--- config.mk ---
export PLATFORM = sky130hd
export DESIGN_NAME = ones_frame_accumulator
export DESIGN_NICKNAME = d
export VERILOG_FILES = /design/src/rtl/ones_frame_accumulator.sv
export SDC_FILE = /design/constraint.sdc
export NUM_CORES = 1
export LEC_CHECK = 0
export ABC_AREA = 0
export CORE_ASPECT_RATIO = 2
export CORE_MARGIN = 2
export CORE_UTILIZATION = 52
export CTS_BUF_LIST = sky130_fd_sc_hd__clkbuf_16
export DETAILED_ROUTE_END_ITERATION = 12
export PLACE_DENSITY = 0.86
export SYNTH_ARGS = -nofsm -noshare
export SYNTH_HDL_FRONTEND = slang
export SYNTH_SLANG_ARGS = --single-unit
--- constraint.sdc ---
create_clock -name i_clk -period 3.3 [get_ports i_clk]
set_input_delay 0.825 -clock i_clk [delete_from_list [all_inputs] [get_ports i_clk]]
set_output_delay 0.825 -clock i_clk [all_outputs]
set_load 0.03 [all_outputs]
--- src/rtl/ones_frame_accumulator.sv ---
// ones_frame_accumulator
//
// Sits behind the 12-bit ones-count unit. Each accepted beat carries the
// ones count of one word. Beats are grouped into frames by a last flag.
// For each frame the block accumulates the total ones, the word count and
// the largest per-word count. It then holds one result record on a
// valid/ready output handshake until the record is taken.
//
// A frame is flagged in error in two cases:
//   - it was force-closed at MAX_WORDS beats without a last flag, or
//   - it contained a count above 12. Such a count is clamped to 12 before
//     it is used.
//
// Ports
//   i_clk        clock, rising edge
//   i_rst_n      asynchronous active-low reset
//   i_in_valid   upstream beat valid
//   o_in_ready   block can accept a beat (low only while a record is held)
//   i_in_cnt     ones count of one 12-bit word, legal range 0..12
//   i_in_last    beat is the final word of its frame
//   o_out_valid  result record valid (registered)
//   i_out_ready  downstream accepts the record
//   o_out_sum    total ones in the frame
//   o_out_words  beats in the frame (1..MAX_WORDS)
//   o_out_max    largest per-word count in the frame
//   o_out_err    frame truncated or contained an illegal count
//
// state  | meaning
// S_IDLE | no beat of the current frame accepted yet
// S_ACC  | frame open, accumulating beats
// S_DONE | record held on the output until downstream takes it

module ones_frame_accumulator #(
    parameter int MAX_WORDS = 256,
    parameter int WCNT_W    = 9,
    parameter int SUM_W     = 12
) (
    input  logic              i_clk,
    input  logic              i_rst_n,
    input  logic              i_in_valid,
    output logic              o_in_ready,
    input  logic [3:0]        i_in_cnt,
    input  logic              i_in_last,
    output logic              o_out_valid,
    input  logic              i_out_ready,
    output logic [SUM_W-1:0]  o_out_sum,
    output logic [WCNT_W-1:0] o_out_words,
    output logic [3:0]        o_out_max,
    output logic              o_out_err
);

    typedef enum logic [1:0] {
        S_IDLE = 2'd0,
        S_ACC  = 2'd1,
        S_DONE = 2'd2
    } state_t;

    localparam logic [WCNT_W-1:0] C_MAX_WORDS = WCNT_W'(MAX_WORDS);
    localparam logic [WCNT_W-1:0] C_ONE       = WCNT_W'(1);

    state_t            r_state;
    logic              r_in_ready;
    logic              r_out_valid;
    logic [SUM_W-1:0]  r_sum;
    logic [WCNT_W-1:0] r_words;
    logic [3:0]        r_max;
    logic              r_err;

    logic              w_accept;
    logic              w_illegal;
    logic [3:0]        w_cnt;
    logic              w_first;
    logic [WCNT_W-1:0] w_words_nxt;
    logic [SUM_W-1:0]  w_sum_nxt;
    logic [3:0]        w_max_nxt;
    logic              w_full;
    logic              w_trunc;
    logic              w_close;
    logic              w_err_nxt;

    assign w_accept  = i_in_valid & r_in_ready;
    assign w_illegal = (i_in_cnt > 4'd12);
    assign w_cnt     = w_illegal ? 4'd12 : i_in_cnt;

    // The first beat of a frame starts from a clean slate. It must not
    // depend on the cleared registers alone, because reset may have left
    // no beat history at all.
    assign w_first     = (r_state == S_IDLE);
    assign w_words_nxt = w_first ? C_ONE : (r_words + C_ONE);
    assign w_sum_nxt   = (w_first ? '0 : r_sum) + {{(SUM_W-4){1'b0}}, w_cnt};
    assign w_max_nxt   = (w_first || (w_cnt > r_max)) ? w_cnt : r_max;

    // A last flag on exactly the MAX_WORDS-th beat is a normal close.
    // Only a missing last at that point counts as truncation.
    assign w_full    = (w_words_nxt == C_MAX_WORDS);
    assign w_trunc   = w_full & ~i_in_last;
    assign w_close   = i_in_last | w_full;
    assign w_err_nxt = (w_first ? 1'b0 : r_err) | w_illegal | w_trunc;

    always_ff @(posedge i_clk or negedge i_rst_n) begin
        if (!i_rst_n) begin
            r_state     <= S_IDLE;
            r_in_ready  <= 1'b1;
            r_out_valid <= 1'b0;
            r_sum       <= '0;
            r_words     <= '0;
            r_max       <= '0;
            r_err       <= 1'b0;
        end else begin
            case (r_state)
                S_IDLE, S_ACC: begin
                    if (w_accept) begin
                        r_sum   <= w_sum_nxt;
                        r_words <= w_words_nxt;
                        r_max   <= w_max_nxt;
                        r_err   <= w_err_nxt;
                        if (w_close) begin
                            r_state     <= S_DONE;
                            r_in_ready  <= 1'b0;
                            r_out_valid <= 1'b1;
                        end else begin
                            r_state <= S_ACC;
                        end
                    end
                end
                S_DONE: begin
                    // Ready stays low through the handoff cycle. That gives
                    // the guaranteed dead cycle between frames.
                    if (i_out_ready) begin
                        r_state     <= S_IDLE;
                        r_in_ready  <= 1'b1;
                        r_out_valid <= 1'b0;
                        r_sum       <= '0;
                        r_words     <= '0;
                        r_max       <= '0;
                        r_err       <= 1'b0;
                    end
                end
                default: begin
                    r_state     <= S_IDLE;
                    r_in_ready  <= 1'b1;
                    r_out_valid <= 1'b0;
                end
            endcase
        end
    end

    assign o_in_ready  = r_in_ready;
    assign o_out_valid = r_out_valid;
    assign o_out_sum   = r_sum;
    assign o_out_words = r_words;
    assign o_out_max   = r_max;
    assign o_out_err   = r_err;

endmodule
==> images/met2.png <==
Scale: 4 px per um.
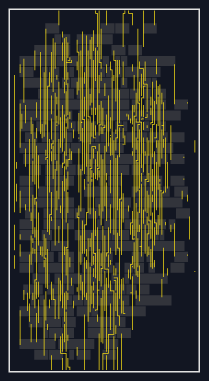
longest straight run = 34.2 um
main direction = vertical
wire length on this layer = 2,720 um

==> images/port_nets.png <==
Scale: 6 px per um.
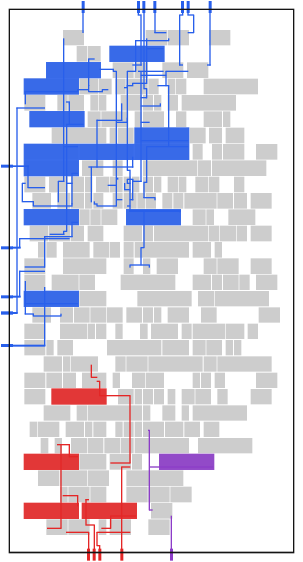
purple -> `o_out_valid`  # bits 1, direction output, edge bottom, end cells 1, buffers 1, wire 30.1 um
red -> `o_out_max`  # bits 4, direction output, edge bottom, end cells 4, buffers 4, wire 99.5 um
blue -> `o_out_sum`  # bits 12, direction output, edge 7 top, 5 left, end cells 12, buffers 12, wire 505 um

==> results.json <==
{
  "status": "completed",
  "antenna_found_initial": 0,
  "cts_tree": "yes",
  "cap_violations": 0,
  "comb_area_mm2": 0.00109,
  "worstRegToRegCells": 8,
  "min_from": "o_in_ready",
  "slowest_delay_ns": 0.48,
  "postCtsSetupRepairBufs": 0,
  "fin_nets": 268,
  "fin_area_mm2": 0.00249,
  "wl_met3_um": 166,
  "ctsHtreeMaxLevel": 2,
  "port_buffers": 36,
  "rrSetupSlack_ns": 0.69,
  "grt_setup_unrepaired": "no",
  "avgSynthCellArea_um2": 9.22,
  "top_cell_area_share": 0.375,
  "netlist_top_cells_count": "29 x dfrtp_1, 24 x nand2_1, 16 x o21ai_0, 11 x a21oi_1, 10 x o21ai_1",
  "diodes": 0,
  "r2r_end": "o_out_sum[11]",
  "nFillCells": 279,
  "top_cells_by_area": "dfrtp_1 37%, ha_1 5.8%, nand2_1 4.7%",
  "via_count": 1777,
  "wl_met1_mm": 1.80,
  "drt_iter0_markers": 71,
  "fin_skew_ns": 0.00385,
  "ant_nets": 0,
  "cts_resized": 0,
  "worst-path-max-fanout": 5,
  "worstSkewPairLatency_ns": 0.28,
  "relSlewSlack": 0.676,
  "critPathKind": "input pin to flip-flop",
  "power_density_mw_per_mm2": 828,
  "postRouteWirelength_mm": 4.80,
  "ys_cells": 210,
  "grt_start_max_net_pins": 31,
  "min_period_ns": 2.93,
  "clkSlewWorstSetupHoldPaths_ns": 0.05,
  "setup_viol": 0,
  "tightest_slew_ns": 0.485,
  "dieArea_mm2": 0.00426,
  "cts_hold_buf": 0,
  "io_pins": 37,
  "synth-main-ff-cell": "dfrtp_1",
  "worst_setup_path_end_kind": "flip-flop",
  "drcViolationCount": 0,
  "critPathBufInv": 1,
  "crit_chain": "clkdlybuf4s50_1 -> nand2_1 -> and2_1 -> ha_1 -> a211oi_1 -> o21bai_1 -> nand4_1 -> and3_1 -> a211o_1",
  "most_common_cell": "dfrtp_1",
  "first_global_vias": 1761,
  "final_max_slew_viol_count": 0,
  "fin_total_pwr_w": 0.00206,
  "hold_path_depth": 2,
  "numSynthFlops": 30,
  "via_per_inst": 5.94,
  "syn_inst": 210,
  "core_mm2": 0.00361,
  "die_x_um": 47.1,
  "grt_pass1_wl_mm": 8.27,
  "floorplan.nets": 229,
  "crit_path_start_kind": "input pin",
  "top_layer_used": "met4",
  "syn_to_final_growth_pct": 28.5
}
==> images/gate_families.png <==
Scale: 6 px per um.
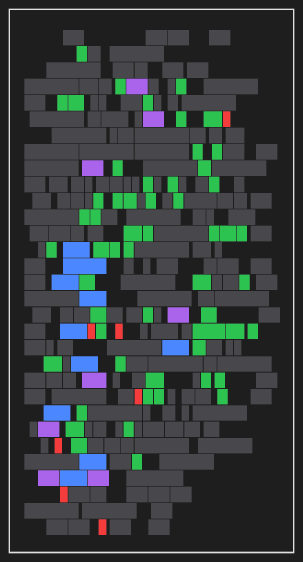
green -> inverting AOI/OAI gates  # cells 55, most used o21ai_0
blue -> adder and majority cells  # cells 10, most used ha_1
red -> inverters  # cells 7, most used inv_1
purple -> multiplexers  # cells 8, most used mux2i_1
most frequent logic cell in the layout: clkdlybuf4s50_1
Layout Cells excl Fill: 299

==> sequential cells by signal, summed over array words and instances (netlist names) <==
| signal | flops |
|---|---|
| o_out_sum | 12 |
| o_out_err | 1 |
| o_out_words | 9 |
| o_in_ready | 1 |
| r_state | 2 |
| o_out_valid | 1 |
| o_out_max | 4 |
==> where the power goes <==
part	internal (W)	switching (W)	leakage, nW
registers	0.000477	0.000110	0.391
clock network	0.000270	0.000152	0.0738
logic	0.000419	0.000631	0.669
total	0.00117	0.000894	1.13
==> layout make-up <==
cell class,count,area share
well taps,49,0.0246
clock inverters,3,0.00453
inverters,7,0.0106
clock buffers,5,0.0503
multi-input cells,161,0.439
flip-flops and latches,30,0.302
repair buffers,44,0.169
==> stage by stage <==
step	instances	utilization	hold WS (ns)
after detailed placement	291	0.652	0.480
after global routing	299	0.690	0.522
after CTS	299	0.690	0.488
final	299	0.690	0.484
after floorplan	210	-	0.529
after global placement	291	0.652	0.477
==> per-layer routing <==
metal,global-route usage,up-vias
met4,0.109,0
li1,-,854
met1,0.321,857
met3,0.0440,11
met2,0.438,55
met5,0,-
==> worst max path at each step <==
| stage | startpoint | endpoint | slack (ns) | cells past startpoint |
|---|---|---|---|---|
| global placement | i_in_cnt[2] | o_out_sum[4] | 0.23 | 11 |
| floorplan | i_in_cnt[2] | o_out_sum[4] | 0.78 | 10 |
| detailed placement | i_in_cnt[3] | o_out_sum[10] | 0.14 | 11 |
| finish | i_in_cnt[3] | o_out_sum[11] | 0.37 | 9 |
| CTS | i_in_cnt[3] | o_out_sum[11] | 0.40 | 9 |
| global route | i_in_cnt[2] | o_out_sum[4] | 0.15 | 11 |
==> kinds of logic after synthesis <==
| family | share of synthesized area |
|---|---|
| buffers and inverters | 0.0478 |
| adder cells (fa/ha/maj) | 0.0685 |
| AND-OR/OR-AND | 0.235 |
| flip-flops | 0.388 |
| AND/OR/NAND/NOR | 0.204 |
| multiplexers | 0.0420 |
| XOR/XNOR | 0.0136 |
==> worst min-delay path: cells and delay by family, from the launching register on <==
family	cells	cell delay [ns]
DFF	1	0.38
and+or+nand+nor	1	0.06
AOI/OAI and AO/OA	1	0.05
==> cell usage in the layout, fill, tap and decap left out, types with 3 or more instances in the layout <==
cell type / Yosys / layout
mux2i_1: 7 / 7
nor2b_1: 7 / 7
clkbuf_16: 0 / 5
ha_1: 9 / 9
nand4_1: 5 / 5
o21ai_0: 16 / 16
xor2_1: 3 / 3
o21ai_1: 10 / 10
nor3_1: 3 / 3
clkdlybuf4s50_1: 0 / 36
nand3_1: 4 / 4
a21o_1: 7 / 7
nor2_1: 6 / 6
inv_1: 7 / 9
a21oi_1: 11 / 11
or3_1: 4 / 4
a22o_1: 3 / 3
dfrtp_1: 29 / 29
nand2_1: 24 / 24
buf_4: 0 / 8
Power figures rest on the tool's default switching activity, not on a simulated workload.
